**config.mk**
```make
export PLATFORM = sky130hd
export DESIGN_NAME = conv_post_pool
export DESIGN_NICKNAME = d
export VERILOG_FILES = /design/src/rtl/conv_post_pool.sv
export SDC_FILE = /design/constraint.sdc
export NUM_CORES = 1
export LEC_CHECK = 0
export CORE_AREA = 2 2 148 150
export CTS_BUF_LIST = sky130_fd_sc_hd__clkbuf_4 sky130_fd_sc_hd__clkbuf_8
export DETAILED_ROUTE_END_ITERATION = 10
export DIE_AREA = 0 0 150 152
export PLACE_DENSITY = 0.53
export SLEW_MARGIN = 25
export SYNTH_ARGS = -nofsm -noshare
export SYNTH_HDL_FRONTEND = slang
export SYNTH_SLANG_ARGS = --single-unit
```
**constraint.sdc**
```tcl
create_clock -name clk -period 5 [get_ports clk]
set_input_delay 1 -clock clk [delete_from_list [all_inputs] [get_ports clk]]
set_output_delay 1 -clock clk [all_outputs]
set_load 0.01 [all_outputs]
```
**src/rtl/conv_post_pool.sv**
```systemverilog
// conv_post_pool: 3-stage bias+ReLU+requantise+2x2 max-pool pipeline with per-set output counting; ports clk, srst, mode, set, bias_data, psum_valid, psum_data -> out_valid, out_data, out_set, set_done; define CONV_POST_ROUND_EN for round-half-up requantisation
module conv_post_pool #(
  parameter int PSUM_W = 16,
  parameter int OUT_W = 8,
  parameter int BIAS_SHIFT = 4,
  parameter int OUT_SHIFT = 4,
  parameter int CONV1_OUTS = 196,
  parameter int CONV2_OUTS = 25
) (
  input  logic                  clk,
  input  logic                  srst,
  input  logic [1:0]            mode,
  input  logic [7:0]            set,
  input  logic signed [3:0]     bias_data,
  input  logic                  psum_valid,
  input  logic [4*PSUM_W-1:0]   psum_data,
  output logic                  out_valid,
  output logic [OUT_W-1:0]      out_data,
  output logic [7:0]            out_set,
  output logic                  set_done
);
  localparam int SW = PSUM_W + 2;
  localparam int CW = $clog2((CONV1_OUTS > CONV2_OUTS ? CONV1_OUTS : CONV2_OUTS) + 1);
  localparam logic [CW-1:0] LIM1 = CW'(CONV1_OUTS);
  localparam logic [CW-1:0] LIM2 = CW'(CONV2_OUTS);
  localparam logic [SW-1:0] MAXV = SW'((1 << OUT_W) - 1);
`ifdef CONV_POST_ROUND_EN
  localparam logic [SW-1:0] RND = SW'(1) << (OUT_SHIFT - 1);
`else
  localparam logic [SW-1:0] RND = '0;
`endif
  logic                 v1, v2, accept;
  logic signed [SW-1:0] s1 [4];
  logic [OUT_W-1:0]     a2 [4];
  logic [OUT_W-1:0]     mx;
  logic [1:0]           m1, m2, mode_q;
  logic [7:0]           set1, set2;
  logic [CW-1:0]        cnt, base, nxt, lim;

  function automatic logic [OUT_W-1:0] act(input logic signed [SW-1:0] s);
    logic [SW-1:0] r;
    r = s[SW-1] ? '0 : ($unsigned(s) + RND) >> OUT_SHIFT;
    return r > MAXV ? MAXV[OUT_W-1:0] : r[OUT_W-1:0];
  endfunction

  always_comb begin
    accept = psum_valid && (mode == 2'd1 || mode == 2'd2);
    mx = a2[0];
    for (int i = 1; i < 4; i++) mx = a2[i] > mx ? a2[i] : mx;
    lim = m2 == 2'd1 ? LIM1 : LIM2;
    // a mode change restarts counting for every output from this edge on
    base = mode != mode_q ? '0 : cnt;
    nxt = base + CW'(1);
  end

  always_ff @(posedge clk) begin
    m1 <= mode;
    set1 <= set;
    for (int i = 0; i < 4; i++) s1[i] <= SW'($signed(psum_data[i*PSUM_W +: PSUM_W])) + (SW'(bias_data) <<< BIAS_SHIFT);
    m2 <= m1;
    set2 <= set1;
    for (int i = 0; i < 4; i++) a2[i] <= act(s1[i]);
  end

  always_ff @(posedge clk) begin
    if (srst) begin
      v1 <= 1'b0;
      v2 <= 1'b0;
      out_valid <= 1'b0;
      out_data <= '0;
      out_set <= '0;
      set_done <= 1'b0;
      cnt <= '0;
      mode_q <= '0;
    end else begin
      v1 <= accept;
      v2 <= v1;
      out_valid <= v2;
      out_data <= mx;
      out_set <= set2;
      set_done <= v2 && nxt == lim;
      cnt <= v2 ? (nxt == lim ? '0 : nxt) : base;
      mode_q <= mode;
    end
  end
endmodule

```
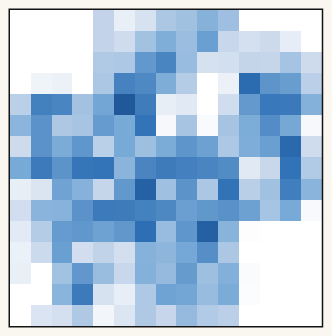
**Above:** local utilization.
The die is cut into 15 by 15 equal tiles; white is low, dark blue is high, 0 to 100% covered.
mean over tiles	34%
densest ninth of the die	centre
emptiest ninth of the die	south-east
nearly empty tiles	19%
fullest tile	84%

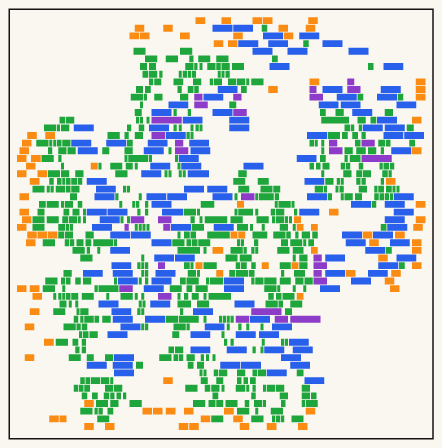
**Above:** cells coloured by class.
colour	class	cells	share of their area
purple	clock drivers and dummy loads	32	5.7%
green	combinational and other logic	526	47%
orange	other buffers and delay cells	97	12%
blue	flops	134	35%

==> flow_summary.yaml <==
# generated from flow reports
routing:
  first_iter_violations: 225
  drc: 0
  postRouteAntennaNets: 0
  drt-wirelength-per-cell_um: 11.8
  drt_pre_antenna_iters: 4
  vias: 4684
  viasPerCell: 4.38
  routed_wl_mm: 12.7
timing:
  hold_viol_final: 0
  slew_headroom_pct: 46.9
  skew_ns: 0.0132
  setup_ws_ns: 0.286
  fmax_mhz: 212
  finalCritPeriodShare_pct: 94.3
  whs_ns: 0.325
  setup_tns_ns: 0
  maxSlewViolCount: 0
  setup_viol: 0
  tightest_slew_ns: 0.794
  post-route-min-period_ns: 4.71
cts:
  numCtsBuffers: 17
  cts_hold_buf: 0
  cts_resized: 0
  clk_pin_slew_worst_paths_ns: 0.08
  root_buffer: "clkbuf_8"
  htreeDepth: 4
  cts_tree: "done"
  clk_path_buf_depth: 2
  clock_sinks: 134
  post_cts_buffers: 0
  clock_latency_ns: 0.44
placed_design:
  dpl.hpwl_mm: 9.89
  place_area_um2: 7520
  dp_slack_ns: 0.141
  dp.cells: 1035
  gp_congestion: 0.828
  io_buffers: 82
synth:
  ff_type: "dfxtp_1"
  yosys.area.top_type: "dfxtp_1"
  synth_nets: 832
  synth_cell_types: 49
  yosysMostFrequentCell: "dfxtp_1"
  ys_seq_share_pct: 42.5
  ys_async_sr_fraction_pct: 0
  ys_ff: 134
  synth_area_um2: 6310
  yosysWarnings: 0
  netlist_top_cells_count: "dfxtp_1 (134), nor2_1 (108), ha_1 (73)"
  ys_area_um2: 6310
  top_area_share_pct: 42.5
  synth_cells: 674
  ys_cells: 674
  topCellsByArea: "dfxtp_1 (43%), ha_1 (14%), nor2_1 (6.4%), xnor2_1 (4.6%), nor2b_1 (2.9%)"
  synth.avg_cell_area_um2: 9.36
  synth-edff-count: 0
floorplanning:
  fp-row-count: 54
  fp.dieW_um: 150
  dieArea_um2: 22800
  fp_util_pct: 29.5
  core-area_um2: 21400
  die_h_um: 152
  ios: 99
cells_and_area:
  mostFrequentLayoutCells: "dfxtp_1 (132), nor2_1 (108), clkdlybuf4s50_1 (82)"
  drive_gt1_share_pct: 10.3
  syn_to_final_growth_pct: 28.2
  design_area_um2: 8080
  nNetsFinal: 934
  finish.utilization_pct: 37.9
  fin_cells: 1069
  lay_top_count: "dfxtp_1"
  diodes: 0
critical_path:
  worst_setup_path_start_kind: "flop"
  crit_path_max_incr_delay_ns: 0.36
  arrival_ns: 5.03
  slowest_stage: "dfxtp_2"
  crit_path_end_kind: "flop"
  crit_fanout: 5
  reg2regPathDepth: 26
  crit_required_ns: 5.31
  critPathKind: "reg2reg"
pwr:
  p_per_area_nw_per_um2: 424
  total_power_mw: 3.43
  ir_drop_mv: 0.194
  p_leak_nw: 3.45
worst_hold_path:
  hold_path_depth: 0
  hp-class: "reg2reg"
global_route:
  grt_remaining_overflow: 0
  antenna_found_initial: 0
  grt_pass1_wl_mm: 21.9
  gr-usage-met1_pct: 15.5
  first_global_vias: 4744
  grt.busiest_layer: "met2"
  use_met3_pct: 3.36
  grt_use_met2_pct: 19.3
  grt_use_total_pct: 12.0
  grt_max_degree: 37
job:
  warnings: 42
  drv_cap: 0
run_status:
  outcome: "finished, final reports clean"
-- critical path, delay by kind of cell, from the launching register on --
| family | cells | cell delay, ns |
|---|---|---|
| AOI/OAI and AO/OA | 8 | 1.27 |
| and+or+nand+nor | 9 | 0.95 |
| adders and majority gates | 3 | 0.84 |
| muxes | 2 | 0.59 |
| buffers and inverters | 4 | 0.55 |
| DFF | 1 | 0.36 |
-- per-layer routing --
layer / wire length [um] / vias up
met5: 0 / -
met1: 6370 / 2078
met2: 5670 / 64
li1: - / 2530
met3: 432 / 12
met4: 191 / 0
-- registers in the layout, summed over array words and instances, names as in the netlist --
signal and flops:
out_data 8, set1 8, m2 2, v1 1, m1 2, set_done 1, set2 8, out_set 8
mode_q 2, v2 1, out_valid 1, s1 52, cnt 8, a2 32
-- cells by family after synthesis --
group                      Yosys count  share of synthesized area [%]
and+or+nand+nor                    241                           17.9
DFF                                134                           42.5
AOI/OAI and AO/OA                  108                           12.2
adders and majority gates           77                           15.8
buffers and inverters               59                           3.53
xor gates and xnor gates            39                           5.42
muxes                               16                           2.68
-- final cells by class --
class | instances | area (um2)
Clock inverter | 14 | 200
Sequential cell | 134 | 2690
Clock buffer | 18 | 241
Fill cell | 2215 | 13300
Tap cell | 280 | 350
Multi-Input combinational cell | 481 | 3500
Timing Repair Buffer | 97 | 937
Inverter | 45 | 169
-- path summary, 6_finish.rpt --
path | startpoint | end | slack [ns]
min | set1[5] | set2[5] | 0.33
min reg2reg | set1[5] | set2[5] | 0.33
max reg2reg | a2[0][1] | out_data[2] | 0.29
max | a2[0][1] | out_data[2] | 0.29
-- report_power, final --
part           leakage [nW]  internal, mW  total [mW]  switching [mW]
combinational          2.12         0.595        1.13           0.531
clock                 0.213         0.553       0.973           0.420
sequential             1.12          1.24        1.33          0.0808
total                  3.45          2.39        3.43            1.03
Power is estimated from default activity; no workload was simulated.
